**src/rtl/dmem_pkg.sv**
```systemverilog
// Shared types and constants for the data-memory arbiter.
package dmem_pkg;

  localparam int DMEM_DEPTH    = 512;
  localparam int DMEM_ADDR_LSB = 2;

  localparam logic PORT_CPU = 1'b0;
  localparam logic PORT_DMA = 1'b1;

  typedef struct packed {
    logic        req;
    logic        we;
    logic [31:0] addr;
    logic [31:0] wdata;
  } dmem_req_t;

  typedef struct packed {
    logic        rvalid;
    logic [31:0] rdata;
    logic        err;
  } dmem_rsp_t;

endpackage

```
**src/rtl/dmem_addr_check.sv**
```systemverilog
// Combinational fault detection: misaligned word access or word index past DEPTH.
module dmem_addr_check
  import dmem_pkg::*;
#(
  parameter int DEPTH = DMEM_DEPTH
) (
  input  logic [31:0] addr,
  output logic        fault
);

  localparam int                WORD_W = 32 - DMEM_ADDR_LSB;
  localparam logic [WORD_W-1:0] LIMIT  = WORD_W'(DEPTH);

  logic [WORD_W-1:0] word_idx;

  assign word_idx = addr[31:DMEM_ADDR_LSB];
  assign fault    = (addr[DMEM_ADDR_LSB-1:0] != '0) || (word_idx >= LIMIT);

endmodule

```
**src/rtl/dmem_arbiter.sv**
```systemverilog
// Two-port arbiter in front of a single-ported data memory. Port 0 (CPU) has
// priority; a saturating starvation counter lets port 1 (DMA/debug) win a
// conflict after STARVE_LIMIT consecutive denied cycles.
module dmem_arbiter
  import dmem_pkg::*;
#(
  parameter int DEPTH        = DMEM_DEPTH,
  parameter int STARVE_LIMIT = 4
) (
  input  logic        clk,
  input  logic        rst_n,
  input  logic        p0_req,
  input  logic        p0_we,
  input  logic [31:0] p0_addr,
  input  logic [31:0] p0_wdata,
  output logic        p0_gnt,
  output logic        p0_rvalid,
  output logic [31:0] p0_rdata,
  output logic        p0_err,
  input  logic        p1_req,
  input  logic        p1_we,
  input  logic [31:0] p1_addr,
  input  logic [31:0] p1_wdata,
  output logic        p1_gnt,
  output logic        p1_rvalid,
  output logic [31:0] p1_rdata,
  output logic        p1_err,
  output logic        mem_we,
  output logic [31:0] mem_addr,
  output logic [31:0] mem_wdata,
  input  logic [31:0] mem_rdata
);

  localparam logic [3:0] LIMIT = 4'(STARVE_LIMIT);

  dmem_req_t  cpu;
  dmem_req_t  dma;
  dmem_req_t  sel;
  logic [1:0] gnt;
  logic [3:0] starve_cnt;
  logic       starved;
  logic       fault;
  dmem_rsp_t  rsp_next;
  dmem_rsp_t  rsp0;
  dmem_rsp_t  rsp1;

  assign cpu = '{req: p0_req, we: p0_we, addr: p0_addr, wdata: p0_wdata};
  assign dma = '{req: p1_req, we: p1_we, addr: p1_addr, wdata: p1_wdata};

  assign starved = (starve_cnt == LIMIT);

  // Grant selection; nothing is granted while reset is held.
  always_comb begin
    gnt = '0;
    if (rst_n) begin
      if (dma.req && (!cpu.req || starved)) begin
        gnt[PORT_DMA] = 1'b1;
      end else if (cpu.req) begin
        gnt[PORT_CPU] = 1'b1;
      end
    end
  end

  assign p0_gnt = gnt[PORT_CPU];
  assign p1_gnt = gnt[PORT_DMA];

  // Port 0 drives the memory bus whenever port 1 is not granted.
  assign sel = gnt[PORT_DMA] ? dma : cpu;

  dmem_addr_check #(
    .DEPTH(DEPTH)
  ) u_addr_check (
    .addr (sel.addr),
    .fault(fault)
  );

  assign mem_addr  = sel.addr;
  assign mem_wdata = sel.wdata;
  assign mem_we    = (|gnt) && sel.req && sel.we && !fault;

  // Response for whichever port is granted this cycle.
  always_comb begin
    rsp_next        = '0;
    rsp_next.rvalid = 1'b1;
    rsp_next.err    = fault;
    rsp_next.rdata  = (fault || sel.we) ? 32'h0 : mem_rdata;
  end

  // Count consecutive denied port-1 cycles; any grant or idle cycle clears it.
  always_ff @(posedge clk) begin
    if (!rst_n) begin
      starve_cnt <= '0;
    end else if (!dma.req || gnt[PORT_DMA]) begin
      starve_cnt <= '0;
    end else if (starve_cnt < LIMIT) begin
      starve_cnt <= starve_cnt + 4'd1;
    end
  end

  // Registered one-cycle response pulse; the idle port is held at zero.
  always_ff @(posedge clk) begin
    if (!rst_n) begin
      rsp0 <= '0;
      rsp1 <= '0;
    end else begin
      rsp0 <= gnt[PORT_CPU] ? rsp_next : '0;
      rsp1 <= gnt[PORT_DMA] ? rsp_next : '0;
    end
  end

  assign p0_rvalid = rsp0.rvalid;
  assign p0_rdata  = rsp0.rdata;
  assign p0_err    = rsp0.err;
  assign p1_rvalid = rsp1.rvalid;
  assign p1_rdata  = rsp1.rdata;
  assign p1_err    = rsp1.err;

endmodule
```
**config.mk**
```make
export PLATFORM = sky130hd
export DESIGN_NAME = dmem_arbiter
export DESIGN_NICKNAME = d
export VERILOG_FILES = /design/src/rtl/dmem_pkg.sv /design/src/rtl/dmem_addr_check.sv /design/src/rtl/dmem_arbiter.sv
export SDC_FILE = /design/constraint.sdc
export NUM_CORES = 1
export LEC_CHECK = 0
export ABC_AREA = 1
export CAP_MARGIN = 20
export CORE_AREA = 2 2 116 118
export CTS_BUF_LIST = sky130_fd_sc_hd__clkbuf_16
export DETAILED_ROUTE_END_ITERATION = 16
export DIE_AREA = 0 0 118 120
export PLACE_DENSITY = 0.8
export SLEW_MARGIN = 0
export SYNTH_ARGS = -nofsm -noshare
export SYNTH_HDL_FRONTEND = slang
export SYNTH_SLANG_ARGS = --single-unit
```
**constraint.sdc**
```tcl
create_clock -name clk -period 2.3 [get_ports clk]
set_input_delay 0.575 -clock clk [delete_from_list [all_inputs] [get_ports clk]]
set_output_delay 0.575 -clock clk [all_outputs]
set_load 0.05 [all_outputs]
```
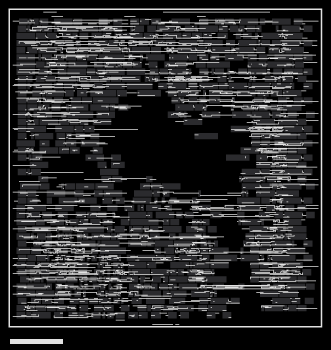
Figure 1: signal wires on met1.
The bar under the picture is 20 um long. Cells faint in the background.
nets with wire on the layer: 834
main direction: horizontal
share of all routed wire: 37%
longest straight run: 40.5 um
wire length on this layer: 6220 um
GRT met1 Usage: 0.255
vias: 4534

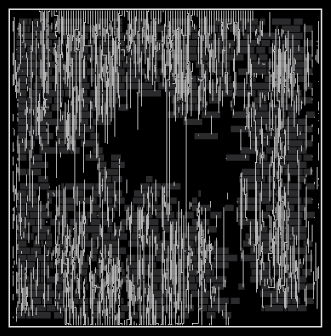
Figure 2: M2 wires.
Cells faint in the background.
wire length on this layer: 8710 um
share of all routed wire: 52%
main direction: vertical
nets with wire on the layer: 873
longest straight run: 62.6 um
Routed WL: 16700 um
M2 GR Usage: 0.398

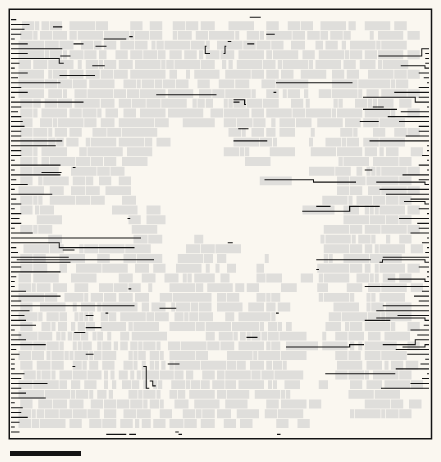
Figure 3: signal wires on met3.
The bar under the picture is 20 um long. Cells faint in the background.
longest straight run: 38.2 um
share of all routed wire: 7.3%
wire length on this layer: 1210 um
M3 GR Usage: 0.0618

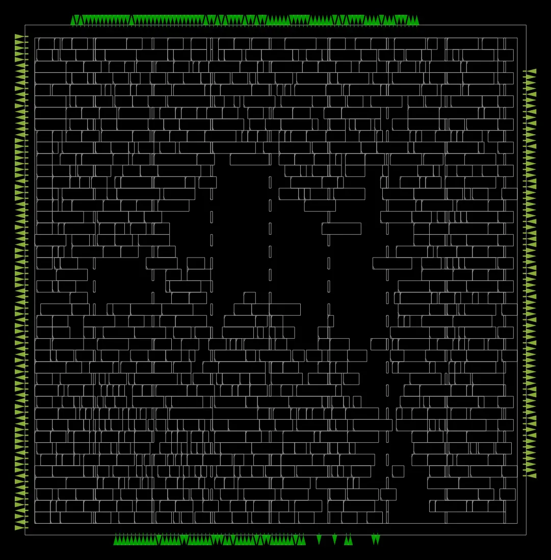
Figure 4: placement view.
Row Count: 42
Layout Cells excl Fill: 1001
area of the core: 13000 um^2
sequential share of cell area: 0.159

==> impl_metrics.tcl <==
# place-and-route summary
set metrics [dict create \
    warning_count 30 \
    fp.dieH_um 120 \
    drc 0 \
    wl_met2_um 8710 \
    yosys.area.top_type "dfxtp_1" \
    powerDensity_nw_per_um2 441 \
    mux_share 0.00396 \
    nWellTaps 176 \
    yosysUniqueCellTypes 27 \
    die_w_um 118 \
    cp.arrival_ns 2.20 \
    clk-power_mw 1.21 \
    reg2reg_to "p1_rdata[20]$_SDFF_PN0_" \
    yosysCellCount 474 \
    synth_area_per_cell_um2 7.34 \
    cts_tree "built" \
    switching_share 0.313 \
    pre_cts_ws_ns -0.808 \
    hold_path_startpoint "starve_cnt[3]$_SDFFE_PP0N_" \
    synth_area_um2 3480 \
    status "finished, violations left" \
    finish.utilization 0.700 \
    hold_ws_ns 0.590 \
    nNetsFinal 987 \
    clock_power_share 0.303 \
    num_antenna_cells 1 \
    syn_inst 474 \
    flop_cell "dfxtp_1" \
    setup_ws_ns -0.477 \
    finalMaxSlewViolations 0 \
    drive_gt1_frac 0.399 \
    dominant-cell-class "buffers" \
    seqPwrFrac 0.313 \
    drt_iter0_markers 229 \
    final_cell_area_um2 9080 \
    max_freq_mhz 360 \
    syn_nets 642 \
    met1Wirelength_um 6220 \
    top_power_group "combinational cells" \
    tightestPinTransition_ns 0.547 \
    cts_buffers 9 \
    setup_viol 75 \
    min_period_ns 2.78 \
    clock_buffers 9 \
    min_path_cells 3 \
    grt_pass1_vias 4550 \
    ys_seq_share 0.414 \
    critical_path.n_buffers_inverters 3 \
    edf_count 0 \
    crit_path_max_incr_delay_ns 0.34 \
    grt_usage 0.223 \
    cts_buffer_depth 2 \
    routabilityCongestion 0.875 \
    ys_sh_adder 0.00719 \
    total_power_mw 4.00 \
    crit_slowest_cell "dfxtp_2" \
    synthAoiAreaFrac 0.00288 \
    detail_route.wl_per_cell_um 16.6 \
    fp-utilization 0.268 \
    nMultiInputCombCells 333 \
    dp_cells 958 \
    grt_overflow 0 \
    ys_warn_count 0 \
    num-fill-cells 931 \
    top_usage_layer "met2" \
    comb_power_share 0.383 \
    ff2ff_path_depth 15 \
    die_area_um2 14200 \
    ctsHoldBuffers 0 \
    synthTopLogicFamily "simple AND/OR/NAND/NOR gates" \
    syn2layout_area_growth_pct 161 \
    xor_area_frac 0.00252 \
    root_buffer "clkbuf_16" \
    clock_latency_ns 0.33 \
    period_used_share 1.21 \
    flops 72 \
    finalHoldViolations 0 \
    hold_path.class "flip-flop to flip-flop" \
    violations "setup timing" \
    cts.sinks 72 \
    crit_chain "inv_2 -> ha_4 -> nand3_4 -> nand2_8 -> nand2_8 -> buf_12 -> nand2_1 -> nand2_1 -> nand2_1 -> nor2_2 -> nand2_2 -> nor2_8 -> nand2_2 -> nor3_4 -> buf_12" \
    grt_pass1_wl_um 24700 \
]
